$ cat src/rtl/mo_mul_pipe.sv
`timescale 1ns/1ps
`default_nettype none
// ============================================================================
// Module   : mo_mul_pipe
// Purpose  : Multi-lane, fully pipelined radix-2 Montgomery multiplier
//            (MWR2MM). Computes a*b*2^-WIDTH mod Q in every lane. Each
//            iteration stage retires STAGE_BITS bits of b. One final
//            correction/output register follows the stages.
//            Data moves under valid/ready flow control with a sideband tag
//            and an occupancy counter.
// Ports    : clk, rst_n           - clock, async active-low reset
//            in_valid/in_ready    - input handshake
//            in_a, in_b           - packed operands, lane k at [k*WIDTH +: WIDTH]
//            in_tag               - sideband, returned unchanged with result
//            out_valid/out_ready  - output handshake
//            out_result, out_tag  - packed results and tag of the beat
//            inflight             - number of valid beats held in the pipe
// Config   : MO_MUL_FULL_REDUCE_EN - when defined, the final stage also
//            subtracts Q when the accumulator is >= Q.
// Revision : 1.0 - initial release
// ============================================================================
module mo_mul_pipe #(
  parameter  int WIDTH      = 13,
  parameter  int Q          = 3329,
  parameter  int STAGE_BITS = 1,
  parameter  int LANES      = 1,
  parameter  int TAG_W      = 4,
  localparam int NSTG       = (WIDTH + STAGE_BITS - 1) / STAGE_BITS,
  localparam int CNT_W      = $clog2(NSTG + 2)
) (
  input  logic                   clk,
  input  logic                   rst_n,
  input  logic                   in_valid,
  output logic                   in_ready,
  input  logic [LANES*WIDTH-1:0] in_a,
  input  logic [LANES*WIDTH-1:0] in_b,
  input  logic [TAG_W-1:0]       in_tag,
  output logic                   out_valid,
  input  logic                   out_ready,
  output logic [LANES*WIDTH-1:0] out_result,
  output logic [TAG_W-1:0]       out_tag,
  output logic [CNT_W-1:0]       inflight
);

  // Signed accumulator width: holds acc + a without overflow.
  localparam int             c_AW    = WIDTH + 2;
  localparam logic [c_AW-1:0] c_Q_EXT = c_AW'(Q);

`ifdef MO_MUL_FULL_REDUCE_EN
  localparam bit c_FULL_REDUCE = 1'b1;
`else
  localparam bit c_FULL_REDUCE = 1'b0;
`endif

  if ((Q % 2) == 0 || Q >= (1 << (WIDTH - 1))) begin : g_bad_q
    $error("mo_mul_pipe: Q must be odd and below 2^(WIDTH-1)");
  end
  if (TAG_W < 1) begin : g_bad_tag
    $error("mo_mul_pipe: TAG_W must be at least 1");
  end

  // One stage worth of iterations. Masks are used instead of if/else so an
  // unknown b bit or accumulator bit propagates X through this lane only.
  function automatic logic [c_AW-1:0] f_stage(
    input logic [c_AW-1:0]  acc_in,
    input logic [WIDTH-1:0] a,
    input logic [WIDTH-1:0] b,
    input int               stg
  );
    logic [c_AW-1:0]  acc;
    logic [WIDTH-1:0] b_sh;
    acc = acc_in;
    for (int k = 0; k < STAGE_BITS; k++) begin
      if (stg * STAGE_BITS + k < WIDTH) begin
        b_sh = b >> (stg * STAGE_BITS + k);
        acc  = acc + ({2'b00, a} & {c_AW{b_sh[0]}});
        acc  = acc - (c_Q_EXT & {c_AW{acc[0]}});
        acc  = $signed(acc) >>> 1;
      end
    end
    return acc;
  endfunction

  // Final correction: fold a negative accumulator back into range.
  function automatic logic [WIDTH-1:0] f_final(input logic [c_AW-1:0] acc);
    logic [c_AW-1:0] v;
    v = acc + (c_Q_EXT & {c_AW{acc[c_AW-1]}});
    v = v - (c_Q_EXT & {c_AW{c_FULL_REDUCE && (v >= c_Q_EXT)}});
    return v[WIDTH-1:0];
  endfunction

  logic [NSTG-1:0]        r_vld;
  logic [c_AW-1:0]        r_acc [NSTG][LANES];
  logic [WIDTH-1:0]       r_a   [NSTG][LANES];
  logic [WIDTH-1:0]       r_b   [NSTG][LANES];
  logic [TAG_W-1:0]       r_tag [NSTG];
  logic                   r_out_valid;
  logic [LANES*WIDTH-1:0] r_out_result;
  logic [TAG_W-1:0]       r_out_tag;
  logic [CNT_W-1:0]       r_inflight;

  logic [c_AW-1:0]        w_nxt [NSTG][LANES];
  logic [LANES*WIDTH-1:0] w_final;
  logic                   w_adv;
  logic                   w_accept;
  logic                   w_out_hs;

  // Global enable: the whole pipe moves unless the output is held.
  assign w_adv    = !r_out_valid || out_ready;
  assign w_accept = in_valid && w_adv;
  assign w_out_hs = r_out_valid && out_ready;

  always_comb begin
    for (int l = 0; l < LANES; l++) begin
      w_nxt[0][l] = f_stage('0, in_a[l*WIDTH +: WIDTH], in_b[l*WIDTH +: WIDTH], 0);
    end
    for (int s = 1; s < NSTG; s++) begin
      for (int l = 0; l < LANES; l++) begin
        w_nxt[s][l] = f_stage(r_acc[s-1][l], r_a[s-1][l], r_b[s-1][l], s);
      end
    end
  end

  always_comb begin
    w_final = '0;
    for (int l = 0; l < LANES; l++) begin
      w_final[l*WIDTH +: WIDTH] = f_final(r_acc[NSTG-1][l]);
    end
  end

  always_ff @(posedge clk or negedge rst_n) begin
    if (!rst_n) begin
      r_vld        <= '0;
      r_out_valid  <= 1'b0;
      r_out_result <= '0;
      r_out_tag    <= '0;
      r_inflight   <= '0;
      for (int s = 0; s < NSTG; s++) begin
        r_tag[s] <= '0;
        for (int l = 0; l < LANES; l++) begin
          r_acc[s][l] <= '0;
          r_a[s][l]   <= '0;
          r_b[s][l]   <= '0;
        end
      end
    end else begin
      if (w_adv) begin
        r_vld[0] <= in_valid;
        r_tag[0] <= in_tag;
        for (int l = 0; l < LANES; l++) begin
          r_acc[0][l] <= w_nxt[0][l];
          r_a[0][l]   <= in_a[l*WIDTH +: WIDTH];
          r_b[0][l]   <= in_b[l*WIDTH +: WIDTH];
        end
        for (int s = 1; s < NSTG; s++) begin
          r_vld[s] <= r_vld[s-1];
          r_tag[s] <= r_tag[s-1];
          for (int l = 0; l < LANES; l++) begin
            r_acc[s][l] <= w_nxt[s][l];
            r_a[s][l]   <= r_a[s-1][l];
            r_b[s][l]   <= r_b[s-1][l];
          end
        end
        r_out_valid <= r_vld[NSTG-1];
        // Output data only changes on a real beat so it stays quiet on bubbles.
        if (r_vld[NSTG-1]) begin
          r_out_result <= w_final;
          r_out_tag    <= r_tag[NSTG-1];
        end
      end
      if (w_accept && !w_out_hs) begin
        r_inflight <= r_inflight + CNT_W'(1);
      end else if (!w_accept && w_out_hs) begin
        r_inflight <= r_inflight - CNT_W'(1);
      end
    end
  end

  assign in_ready   = w_adv;
  assign out_valid  = r_out_valid;
  assign out_result = r_out_result;
  assign out_tag    = r_out_tag;
  assign inflight   = r_inflight;

endmodule
`default_nettype wire

$ cat config.mk
export PLATFORM = sky130hd
export DESIGN_NAME = mo_mul_pipe
export DESIGN_NICKNAME = d
export VERILOG_FILES = /design/src/rtl/mo_mul_pipe.sv
export SDC_FILE = /design/constraint.sdc
export NUM_CORES = 1
export LEC_CHECK = 0
export CAP_MARGIN = 20
export CORE_MARGIN = 8
export CORE_UTILIZATION = 60
export CTS_CLUSTER_DIAMETER = 60
export DETAILED_ROUTE_END_ITERATION = 10
export HOLD_SLACK_MARGIN = 0.06
export PLACE_DENSITY = 0.83
export SETUP_SLACK_MARGIN = 0.05
export SLEW_MARGIN = 20
export SYNTH_ARGS = -nofsm -noshare
export SYNTH_HDL_FRONTEND = slang
export SYNTH_SLANG_ARGS = --single-unit
$ cat constraint.sdc
create_clock -name clk -period 8.8 [get_ports clk]
set_input_delay 1.76 -clock clk [delete_from_list [all_inputs] [get_ports clk]]
set_output_delay 1.76 -clock clk [all_outputs]
set_load 0.01 [all_outputs]
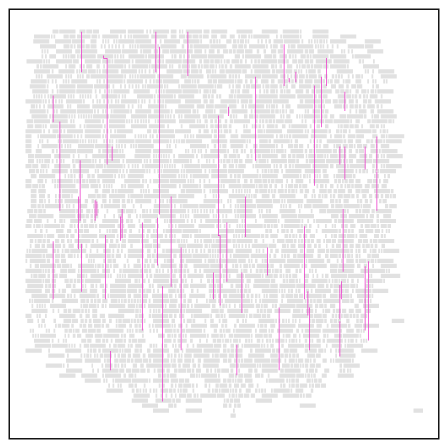
Fig. 1. The metal 4 layer (run 1).
nets with wire on the layer: 42
wire length on this layer: 1,510 µm
longest straight run: 91.1 µm
main direction: vertical
Detailed Route WL: 60,500 µm
via count: 22,500

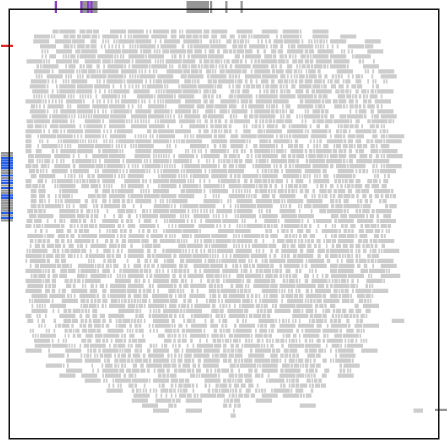
Fig. 2. Pin placement (run 1).
Pins as bars across the die edge, other pins in grey.
| port | colour | pins | direction | edge |
|---|---|---|---|---|
| `in_a` | blue | 13 | input | left |
| `clk` | red | 1 | input | left |
| `in_tag` | purple | 4 | input | top |
all pins by edge: 29 left, 27 top, 1 right
Die Wd: 233 µm
# port buffers: 56

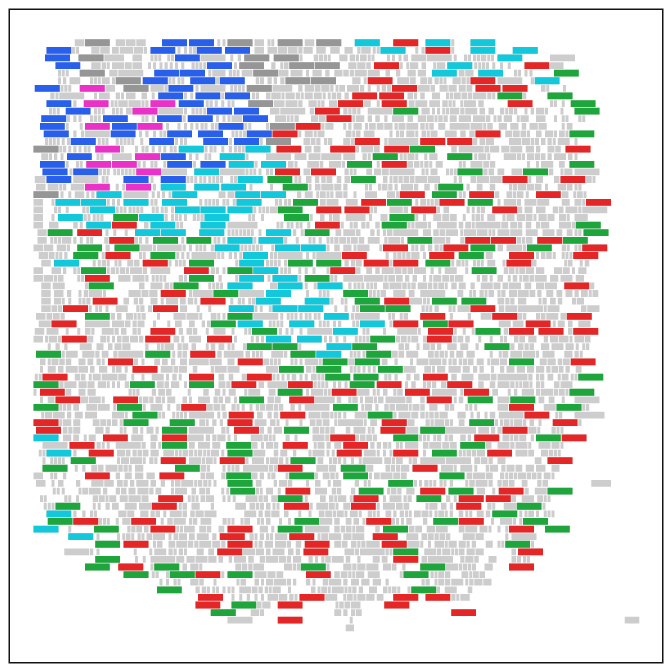
Fig. 3. Sequential cells grouped by signal name (run 1).
| netlist name | colour | placed flops |
|---|---|---|
| `r_a` | green | 156 |
| `r_vld` | magenta | 13 |
| `r_b` | cyan | 78 |
| `r_tag` | blue | 52 |
| `r_acc` | red | 182 |
not coloured: 22

-- run 1: Yosys cell counts (14+ instances only) --
library cell,number
o211ai_1,23
nor2_1,186
nand2_1,1050
nor3_1,16
and3_1,14
a21oi_1,214
nor2b_1,21
clkbuf_1,118
nand3_1,28
dfrtp_1,503
nand2b_1,36
a211oi_1,42
a21o_1,36
and2_1,158
a31oi_1,21
xor2_1,79
ha_1,202
o21ai_0,172
xnor2_1,78
o21bai_1,15
inv_1,77
o21a_1,33
-- run 1: logic make-up (layout without fill, tap and decap cells) --
| family | after synthesis | count (layout) |
|---|---|---|
| multiplexers | 18 | 18 |
| buffers and inverters | 200 | 238 |
| AND/OR/NAND/NOR | 1555 | 1555 |
| adder cells (fa/ha/maj) | 215 | 215 |
| AND-OR/OR-AND | 645 | 645 |
| XOR/XNOR | 157 | 157 |
| flip-flops | 503 | 503 |
-- run 1: registers in the layout, summed over array words and instances, names as in the netlist --
name / cells
out_valid: 1
inflight: 4
r_vld: 13
r_a: 156
r_tag: 52
out_tag: 4
out_result: 13
r_acc: 182
r_b: 78
-- run 1: how the worst max path moves through the flow --
stage               startpoint       end  cells past startpoint
floorplan            out_ready  in_ready                      6
global placement     out_ready  in_ready                      4
detailed placement   out_ready  in_ready                      4
CTS                  out_ready  in_ready                      4
global route         out_ready  in_ready                      4
finish               out_ready  in_ready                      4
-- run 1: power by group --
| part | total [µW] | switching [µW] | leakage, µW | internal [µW] |
|---|---|---|---|---|
| Combinational | 7460 | 4160 | 0.00832 | 3300 |
| Clock | 2250 | 929 | 0.000865 | 1320 |
| Sequential | 4290 | 822 | 0.00612 | 3470 |
| Total | 14000 | 5910 | 0.0153 | 8090 |
-- run 1: worst max-delay path, stage by stage --
cell	delay (ps)
clkdlybuf4s50_1	460
nor2b_4	510
inv_8	360
clkdlybuf4s50_1	600
==> metrics.yaml, run 1 <==
drive_above_1_share: 0.0390
ys_chip_area_um2: 28400
worstSetupPathType: "in -> out"
numCtsBuffers: 53
route.met2.wl_um: 30300
clk_pin_slew_ps: 60
clkLatencyLatePin_ps: 610
yosys.area_share.adder: 0.0983
edf_count: 0
ys_cells: 3293
hold_depth: 2
htree_levels: 2
ir_drop_mv: 0.294
syn_avg_cell_area_um2: 8.61
slew_viol_final: 0
place_ws_ps: 3290
rrSetupSlack_ps: 4220
antenna_cells: 0
grt_overflow: 0
cts_tree: "done"
status: "finished, final reports clean"
post_cts_buffers: 0
synthToLayoutAreaGrowth_pct: 9.69
yosysSeqAreaShare: 0.444
antenna_found_initial: 0
met3_usage: 0.0340
fillers: 3608
synthesis.area_um2: 28400
hold_viol_final: 0
stdcell_count: 3938
ys.flops: 503
synth.cellmix.xorXnorShare: 0.0485
grt_max_degree: 251
seq_share: 0.405
layout.area.comb_um2: 15000
num-nonclk-buffers: 67
grt_setup_unrepaired: "no"
dp_hpwl_um: 41100
ys.flop_type: "dfrtp_1"
ant_nets: 0
root_buffer: "clkbuf_16"
comb_area_frac: 0.483
skew_ps: 13.7
ys_top_logic_family: "simple AND/OR/NAND/NOR gates"
topRoutingLayerUsed: "met4"
clock_buffers: 78
clkSinkCount: 503
grt-busiest-layer: "met2"
pin_count: 57
most-common-layout-cells: "nand2_1 (1,050), dfrtp_1 (503), a21oi_1 (214)"
via_per_inst: 5.71
relSlewSlack: 0.304
cts_hold_buf: 0
drt_iter0_drc: 1567
drv_cap: 0
p_leak_uw: 0.0153
cp-start-kind: "input port"
min-delay-start: "r_b[137]"
seq_area_um2: 12600
finalCritPeriodShare: 0.629
grtUsageTotal: 0.225
taps: 607
dieArea_um2: 54500
r2r_cells: 19
async_reset_ff_frac: 1.00
final_core_util: 0.667
fin_tns_setup_ps: 0
routabilityCongestion: 0.882
ys_warn_count: 0
drc_errors: 0
layout.comb_gates.multi_input: 2590
floorplan.nets: 3542
min_to: "r_b[124]"
fin_ws_ps: 3260
grtUsageMet1: 0.283
yosysTopAreaCellShare: 0.444
cts_buffer_depth: 3
required_ps: 7040
ff_count: 503
cp_data_arrival_time_ps: 3780
aoi_share: 0.142
dp.cells: 3845
whs_ps: 460
inverters: 78
layout_top_cell: "nand2_1"
fp-utilization: 0.608
clk_share: 0.0565
cp-end-kind: "output port"
reg2reg_from: "r_b[109]"
gr-usage-met2: 0.396
r2r_end: "r_acc[118]"
cp_max_fo: 125
buf_share: 0.0222
grt_pass1_vias: 22600
dr.pass1.iters: 5
synthCells: 3293
yosys.area_share.simple: 0.233
finalSetupViolCount: 0
biggestCellCategory: "combinational gates"
post_drt_wl_per_cell_um: 15.4
power_uw: 14000
worst-slew-pin-transition_ps: 1040
grt_pass1_wl_um: 105000
warnings: 36
==> inputs of run 2 (changes only) <==
- clock period: 8.8 -> 5.8 ns (I/O delays scaled with it)
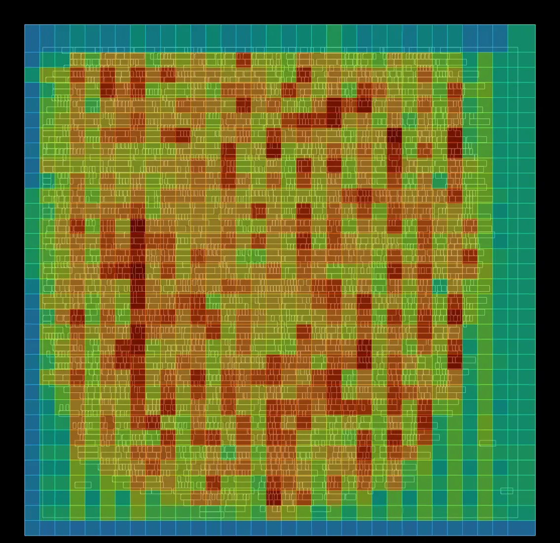
Fig. 4. Routing congestion map (run 2).
GRT busiest layer: met2
GRT met1 Usage: 0.287

==> run 2 against run 1 <==
Compared with the run above:
- via count increased by 0.65%
- non-clock buffer count unchanged
- combinational power increased by 51%
- worst setup slack got worse by 1800 ps
- clock skew increased by 29 ps
- flip-flop count unchanged
- global-route usage increased by 0.41 points
- routed wire length increased by 1.6%
- synthesized area unchanged
- first-iteration DRC count increased by 12%
- core utilization increased by 0.58 points
- critical path type is now reg -> reg
- largest power group unchanged
==> metrics.yaml, run 2 <==
floorplan.nets: 3542  # unchanged
die_w_um: 233  # unchanged
antenna_found_initial: 0  # unchanged
ir_drop_mv: 0.380  # was 0.294 mV
final_area_um2: 31400  # was 31,100 µm²
final.min_clock_period_ps: 4360
async_reset_ff_frac: 1.00  # unchanged
final_core_util: 0.672  # was 0.667
relSlewSlack: 0.323  # was 0.304
root_buffer: "clkbuf_16"  # unchanged
area_leaders: "dfrtp_1 (44%), nand2_1 (14%), ha_1 (8.9%)"  # unchanged
post_cts_buffers: 0  # unchanged
met3_usage: 0.0298  # was 0.0340
syn_avg_cell_area_um2: 8.61  # unchanged
cp_data_arrival_time_ps: 4810  # was 3780 ps
fp-utilization: 0.608  # unchanged
cts_buffer_depth: 3  # unchanged
skew_ps: 42.4  # was 13.7 ps
warnings: 38  # was 36
via_per_inst: 5.74  # was 5.71
most-common-layout-cells: "nand2_1 (1,050), dfrtp_1 (503), a21oi_1 (214)"  # unchanged
post_drt_wl_per_cell_um: 15.6  # was 15.4 µm
critical_path.top_delay_family: "AND-OR/OR-AND gates"  # was buffers and inverters
p_leak_uw: 0.0154  # was 0.0153 µW
grt_pass1_vias: 22800  # was 22,600
gr-usage-met2: 0.405  # was 0.396
drc_errors: 0  # unchanged
dr.pass1.iters: 5  # unchanged
hp-class: "reg -> reg"  # unchanged
reg_top3: "r_acc: 182 flops, r_a: 156 flops, r_b: 78 flops"  # unchanged
cts_resized: 0  # unchanged
max_stage_delay_ps: 500  # was 600 ps
clk_pin_slew_ps: 60  # about the same
htree_levels: 2  # unchanged
wl_um: 61500  # was 60,500 µm
pin_count: 57  # unchanged
drive_above_1_share: 0.0440  # was 0.0390
dp_hpwl_um: 41400  # was 41,100 µm
netlist.top_cell.by_area: "dfrtp_1"  # unchanged
cp_slowest_cell: "dfrtp_1"  # was clkdlybuf4s50_1
port_buffers: 56  # unchanged
yosysTopAreaCellShare: 0.444  # unchanged
vias: 22600  # was 22,500
grt_pass1_wl_um: 106000  # was 105,000 µm
fin_tns_setup_ps: 0  # unchanged
cp-end-kind: "flip-flop"  # was output port
worstSetupPathType: "reg -> reg"  # was in -> out
ant_nets: 0  # unchanged
ys_types: 62  # unchanged
routabilityCongestion: 0.871  # was 0.882
yosysSeqAreaShare: 0.444  # unchanged
layout_top_cell: "nand2_1"  # unchanged
drv_cap: 0  # unchanged
power_uw: 21600  # was 14,000 µW
clkSinkCount: 503  # unchanged
finalCritPeriodShare: 0.751
antenna_cells: 0  # unchanged
ys_cells: 3293  # unchanged
dieArea_um2: 54500  # unchanged
worst-slew-pin-transition_ps: 1020  # was 1040 ps
coreArea_um2: 46700  # unchanged
synthToLayoutAreaGrowth_pct: 10.6  # was 9.69%
final_nets: 3543  # was 3,542
place_ws_ps: 1490  # was 3290 ps
top_register: "r_acc"  # unchanged
cts_hold_buf: 0  # unchanged
cp-start-kind: "flip-flop"  # was input port
largest_reg_flops: 182  # unchanged
fp-row-count: 79  # unchanged
fmax_mhz: 230
grtUsageTotal: 0.229  # was 0.225
status: "finished, final reports clean"  # unchanged
clkLatencyLatePin_ps: 640  # was 610 ps
finalSetupViolCount: 0  # unchanged
synthCells: 3293  # unchanged
power_density_nw_per_um2: 688  # was 450 nW/µm²
required_ps: 6250  # was 7040 ps
common_cells: "nand2_1 (1,050), dfrtp_1 (503), a21oi_1 (214)"  # unchanged
dpl_cell_area_um2: 29400  # was 29,300 µm²
ys_warn_count: 0  # unchanged
fin_ws_ps: 1440  # was 3260 ps
cts_tree: "done"  # unchanged
ys.flop_type: "dfrtp_1"  # unchanged
fillers: 3560  # was 3,608
edf_count: 0  # unchanged
grt_max_degree: 233  # was 251
ys.flops: 503  # unchanged
cp_cell_sequence: "and2_1, ha_1, inv_1, fa_1, nor2b_1, o21ai_0, a21boi_0, o21a_1, a21oi_1, xnor2_1, ha_1, nor2_1, and3_1, a41o_1, a21oi_1, a31o_2, nand4b_1, a2bb2oi_1, o21ai_0"  # was clkdlybuf4s50_1, nor2b_4, inv_8, clkdlybuf4s50_1
most_common_cell: "nand2_1"  # unchanged
grt_setup_unrepaired: "no"  # unchanged
cp_max_fo: 14  # was 125
slew_viol_final: 0  # unchanged
grt_overflow: 0  # unchanged
worst-path-buf-inv: 1  # was 3
ys_chip_area_um2: 28400  # unchanged
synthesis.area_um2: 28400  # unchanged
drt_iter0_drc: 1752  # was 1,567
hold_viol_final: 0  # unchanged
numCtsBuffers: 54  # was 53
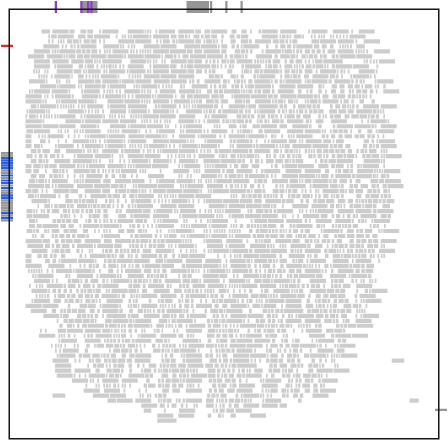
Fig. 5. Pin placement (run 2).
Pins as bars across the die edge, other pins in grey.
| port | colour | pins | direction | edge |
|---|---|---|---|---|
| `clk` | red | 1 | input | left |
| `in_tag` | purple | 4 | input | top |
| `in_a` | blue | 13 | input | left |
all pins by edge: 29 left, 27 top, 1 right
die height: 233 µm

run 2: final timing paths:
kind,from,to,slack [ps],cells past startpoint
setup / recovery,r_b[109],r_acc[118],1440,19
hold / removal,r_tag[0],r_tag[0],460,2
setup reg to reg,r_b[109],r_acc[118],1440,19
hold reg to reg,r_tag[0],r_tag[0],460,2
max in group asynchronous,rst_n,r_b[61],4010,2
min in group asynchronous,rst_n,r_a[84],560,1
run 2: cell type report:
class	instances	area (µm²)	share of cell area
multi-input combinational	2590	15000	0.478
tap	607	759	0.0242
inverter	78	300	0.00957
clock inverter	28	429	0.0137
sequential	503	12600	0.401
clock buffer	73	1560	0.0498
timing repair buffer	67	723	0.0231
run 2: layer usage:
| metal | up-vias | routed length [µm] |
|---|---|---|
| met1 | 11000 | 26700 |
| met3 | 134 | 2210 |
| met4 | 0 | 1650 |
| met5 | - | 0 |
| met2 | 463 | 30900 |
| li1 | 11000 | - |
run 2: report_power, final:
part	internal [µW]	total [µW]	switching [µW]
clock	2260	3750	1490
sequential	5260	6510	1250
combinational	5010	11300	6320
total	12500	21600	9060
run 2: cells by family after synthesis:
| kind of cell | count (synthesis) | share of synthesized area |
|---|---|---|
| compound gates | 645 | 0.142 |
| xor+xnor | 157 | 0.0485 |
| fa+ha+maj | 215 | 0.0983 |
| buf+inv | 200 | 0.0270 |
| flops | 503 | 0.444 |
| mux | 18 | 0.00697 |
| simple gates | 1555 | 0.233 |
run 2: through the flow:
step                hold slack [ps]  std cells
floorplan                       430       3293
global placement                445       3845
detailed placement              452       3845
CTS                             467       3946
global route                    485       3946
finish                          460       3946
Power figures rest on the tool's default switching activity, not on a simulated workload.
